**src/rtl/shift_share_arb.sv**
```systemverilog
// shift_share_arb: N requesters share one shift unit (shl, shr, ashl, ashr).
// Round-robin grant over valid/ready; each accepted request yields one
// registered response tagged with the requester index.
//
// Ports:
//   clk, rst_n           clock (rising edge), synchronous active-low reset
//   req_valid[N]         per-requester request valid
//   req_ready[N]         per-requester accept (one-hot or zero)
//   req_op[2N]           slice i = [2i+1:2i]: 00 shl, 01 shr, 10 ashl, 11 ashr
//   req_data[N*W]        slice i = [W*i+W-1:W*i]
//   req_amt[N*AW]        shift amount, 0..W-1
//   rsp_valid/rsp_ready  response handshake toward the consumer
//   rsp_id[IDW]          granted requester index
//   rsp_data[W]          shift result
//   busy                 high while a response is held (equals rsp_valid)
//
// Optional build macro: SHIFT_SHARE_ARB_PRIO0_EN
//   When defined, requester 0 wins whenever it is valid and a slot is free;
//   its grants leave rr_ptr untouched so 1..N-1 keep rotating among themselves.
module shift_share_arb #(
  parameter  int N   = 4,
  parameter  int W   = 8,
  localparam int AW  = $clog2(W),
  localparam int IDW = $clog2(N)
) (
  input  logic              clk,
  input  logic              rst_n,
  input  logic [N-1:0]      req_valid,
  output logic [N-1:0]      req_ready,
  input  logic [2*N-1:0]    req_op,
  input  logic [N*W-1:0]    req_data,
  input  logic [N*AW-1:0]   req_amt,
  output logic              rsp_valid,
  input  logic              rsp_ready,
  output logic [IDW-1:0]    rsp_id,
  output logic [W-1:0]      rsp_data,
  output logic              busy
);

  typedef enum logic {EMPTY = 1'b0, FULL = 1'b1} state_t;

  state_t         state;
  logic [IDW-1:0] rr_ptr;

  logic           can_accept;
  logic           any_valid;
  logic           accept;
  logic [IDW-1:0] grant;
  logic [IDW-1:0] grant_hi, grant_lo;
  logic           found_hi;
  logic [1:0]     sel_op;
  logic [W-1:0]   sel_data;
  logic [AW-1:0]  sel_amt;
  logic [W-1:0]   shift_res;

  // Reset also masks ready so nothing looks accepted while rst_n is low.
  assign can_accept = rst_n && ((state == EMPTY) || (rsp_valid && rsp_ready));
  assign any_valid  = |req_valid;
  assign accept     = can_accept && any_valid;

  // Round-robin: lowest valid index above rr_ptr wins; if none, wrap to the
  // lowest valid index overall. Descending loops leave the lowest match.
  always_comb begin
    grant_hi = '0;
    grant_lo = '0;
    found_hi = 1'b0;
    for (int i = N - 1; i >= 0; i--) begin
      if (req_valid[i]) begin
        grant_lo = IDW'(i);
        if (IDW'(i) > rr_ptr) begin
          grant_hi = IDW'(i);
          found_hi = 1'b1;
        end
      end
    end
    grant = found_hi ? grant_hi : grant_lo;
`ifdef SHIFT_SHARE_ARB_PRIO0_EN
    if (req_valid[0]) grant = '0;
`endif
  end

  always_comb begin
    req_ready = '0;
    if (accept) req_ready[grant] = 1'b1;
  end

  // Operand mux for the single shared shifter.
  always_comb begin
    sel_op   = '0;
    sel_data = '0;
    sel_amt  = '0;
    for (int i = 0; i < N; i++) begin
      if (IDW'(i) == grant) begin
        sel_op   = req_op[2*i +: 2];
        sel_data = req_data[W*i +: W];
        sel_amt  = req_amt[AW*i +: AW];
      end
    end
  end

  // shl and ashl both zero-fill from the LSB.
  always_comb begin
    case (sel_op)
      2'b01:   shift_res = sel_data >> sel_amt;
      2'b11:   shift_res = W'($signed(sel_data) >>> sel_amt);
      default: shift_res = sel_data << sel_amt;
    endcase
  end

  always_ff @(posedge clk) begin
    if (!rst_n) begin
      state     <= EMPTY;
      rsp_valid <= 1'b0;
      busy      <= 1'b0;
      rsp_id    <= '0;
      rsp_data  <= '0;
      rr_ptr    <= IDW'(N - 1);
    end else if (accept) begin
      // Covers the drain+accept case too: new response overwrites the old.
      state     <= FULL;
      rsp_valid <= 1'b1;
      busy      <= 1'b1;
      rsp_id    <= grant;
      rsp_data  <= shift_res;
`ifdef SHIFT_SHARE_ARB_PRIO0_EN
      if (grant != '0) rr_ptr <= grant;
`else
      rr_ptr    <= grant;
`endif
    end else if (rsp_valid && rsp_ready) begin
      state     <= EMPTY;
      rsp_valid <= 1'b0;
      busy      <= 1'b0;
    end
  end

endmodule

```
**config.mk**
```make
export PLATFORM = sky130hd
export DESIGN_NAME = shift_share_arb
export DESIGN_NICKNAME = d
export VERILOG_FILES = /design/src/rtl/shift_share_arb.sv
export SDC_FILE = /design/constraint.sdc
export NUM_CORES = 1
export LEC_CHECK = 0
export CAP_MARGIN = 20
export CORE_UTILIZATION = 46
export DETAILED_ROUTE_END_ITERATION = 8
export PLACE_DENSITY = 0.94
export REMOVE_ABC_BUFFERS = 1
export SLEW_MARGIN = 0
export SYNTH_ARGS = -nofsm -noshare
export SYNTH_HDL_FRONTEND = slang
export SYNTH_SLANG_ARGS = --single-unit
```
**constraint.sdc**
```tcl
create_clock -name clk -period 8 [get_ports clk]
set_input_delay 2.4 -clock clk [delete_from_list [all_inputs] [get_ports clk]]
set_output_delay 2.4 -clock clk [all_outputs]
set_load 0.02 [all_outputs]
```
Figure 1. Where the registers sit.
Drawn at 6 px/um.
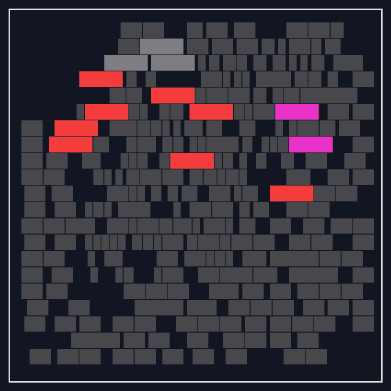
- red: `rsp_data` (sequential cells 8)
- magenta: `rr_ptr` (sequential cells 2)
register area: 260 um2
post-layout util: 0.709
sequential share of cell area: 0.108
seq pwr: 0.0882 mW

Figure 2. Cell sizes after repair.
Drawn at 4 px/um.
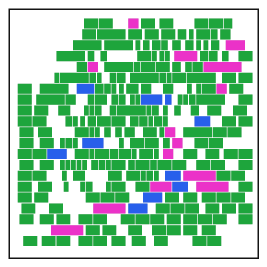
- blue: _2 cells (cells 10; share 3.8%)
- magenta: _3 and _4 cells (cells 14; share 5.3%)
- green: _0 and _1 cells (cells 242; share 91%)
P&R area growth vs syn: 45.8%
fin area: 0.00240 mm2

==> results.toml <==
# physical design summary
[yosys]
yosys_warnings = 0
netlist.area_leader.share = 0.292
ys_sh_adder = 0
postSynth.asyncResetShare = 0
ys_sh_aoi = 0.177
flop_cell = "dfxtp_1"
ys_types = 42
synth-edff-count = 0
ys_cells = 197
synthesis.area_mm2 = 0.00165

[grt]
antenna_found_initial = 0
grtUsageMet3 = 0.0373
grt_pass1_wl_um = 6800
grt-ovfl-total = 0
grt.total_usage = 0.235
grt_pass1_vias = 1592

[job]
log.warning_count = 25
cap_violations = 0

[layout]
reg_top3 = "rsp_data (8), rr_ptr (2), rsp_id (2)"
combGateArea_mm2 = 0.00129
num_antenna_cells = 0
drive_gt1_frac = 0.0902
final-clk-cell-share = 0.0115
sh_comb_area = 0.535
layout_top_cell = "clkdlybuf4s50_1"
fillCellCount = 275

[detailed_routing]
drtIter0Drc = 78
met1_length_um = 1880
drt_wl_total_um = 4390
drc = 0
top_layer_used = "met4"
firstDrtPassIters = 4

[floorplanning]
fp_util = 0.486
die_w_um = 61.9

[clock_tree]
cts_tree = "built"
hold_buffers = 0
cts_buffers = 3
clk_pin_slew_ns = 0.08
h-tree-depth = 1
cts-root-buf = "clkbuf_4"
clock_sinks = 13
post_cts_buffers = 0

[pwr]
p_clk_mw = 0.0423
seq_power_share = 0.205

[final_timing]
fin_crit_sh = 0.880
maxSlewViolCount = 0
finalSetupViolations = 0
setup_ws_ns = 0.959
fmax_mhz = 142

[hold_path]
hp-class = "flip-flop to flip-flop"
hold_path_end = "rsp_id[1]"
hp-start = "rsp_id[1]"

[critical_path]
cpMostUsedCell = "clkdlybuf4s50_1"
reg2reg_from = "rr_ptr[0]"
endpoint = "req_ready[2]"
worstSetupPathType = "input port to output port"
r2r_slack_ns = 4.86
required_ns = 5.60
cpPeakStageDelay_ns = 0.68
startpoint = "req_valid[0]"
cp_max_fo = 15
slowest_stage = "clkdlybuf4s50_1"
critPathCaptureType = "output port"
startpoint_type = "input port"
cp.arrival_ns = 4.64
cp.buffers_inverters = 2
cp_top_family = "buffers and inverters"

[outcome]
outcome = "complete, no violations"

[place]
dpl.hpwl_um = 3510
gp_congestion = 0.913
placedCellCount = 307
Figure 3. Cell placement.
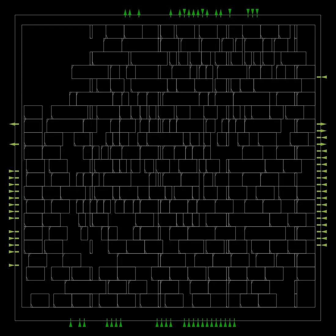
core area: 0.00339 mm2
Flops: 13
# Taps: 46

No activity file was given, so power comes from the tool's default toggle rates.
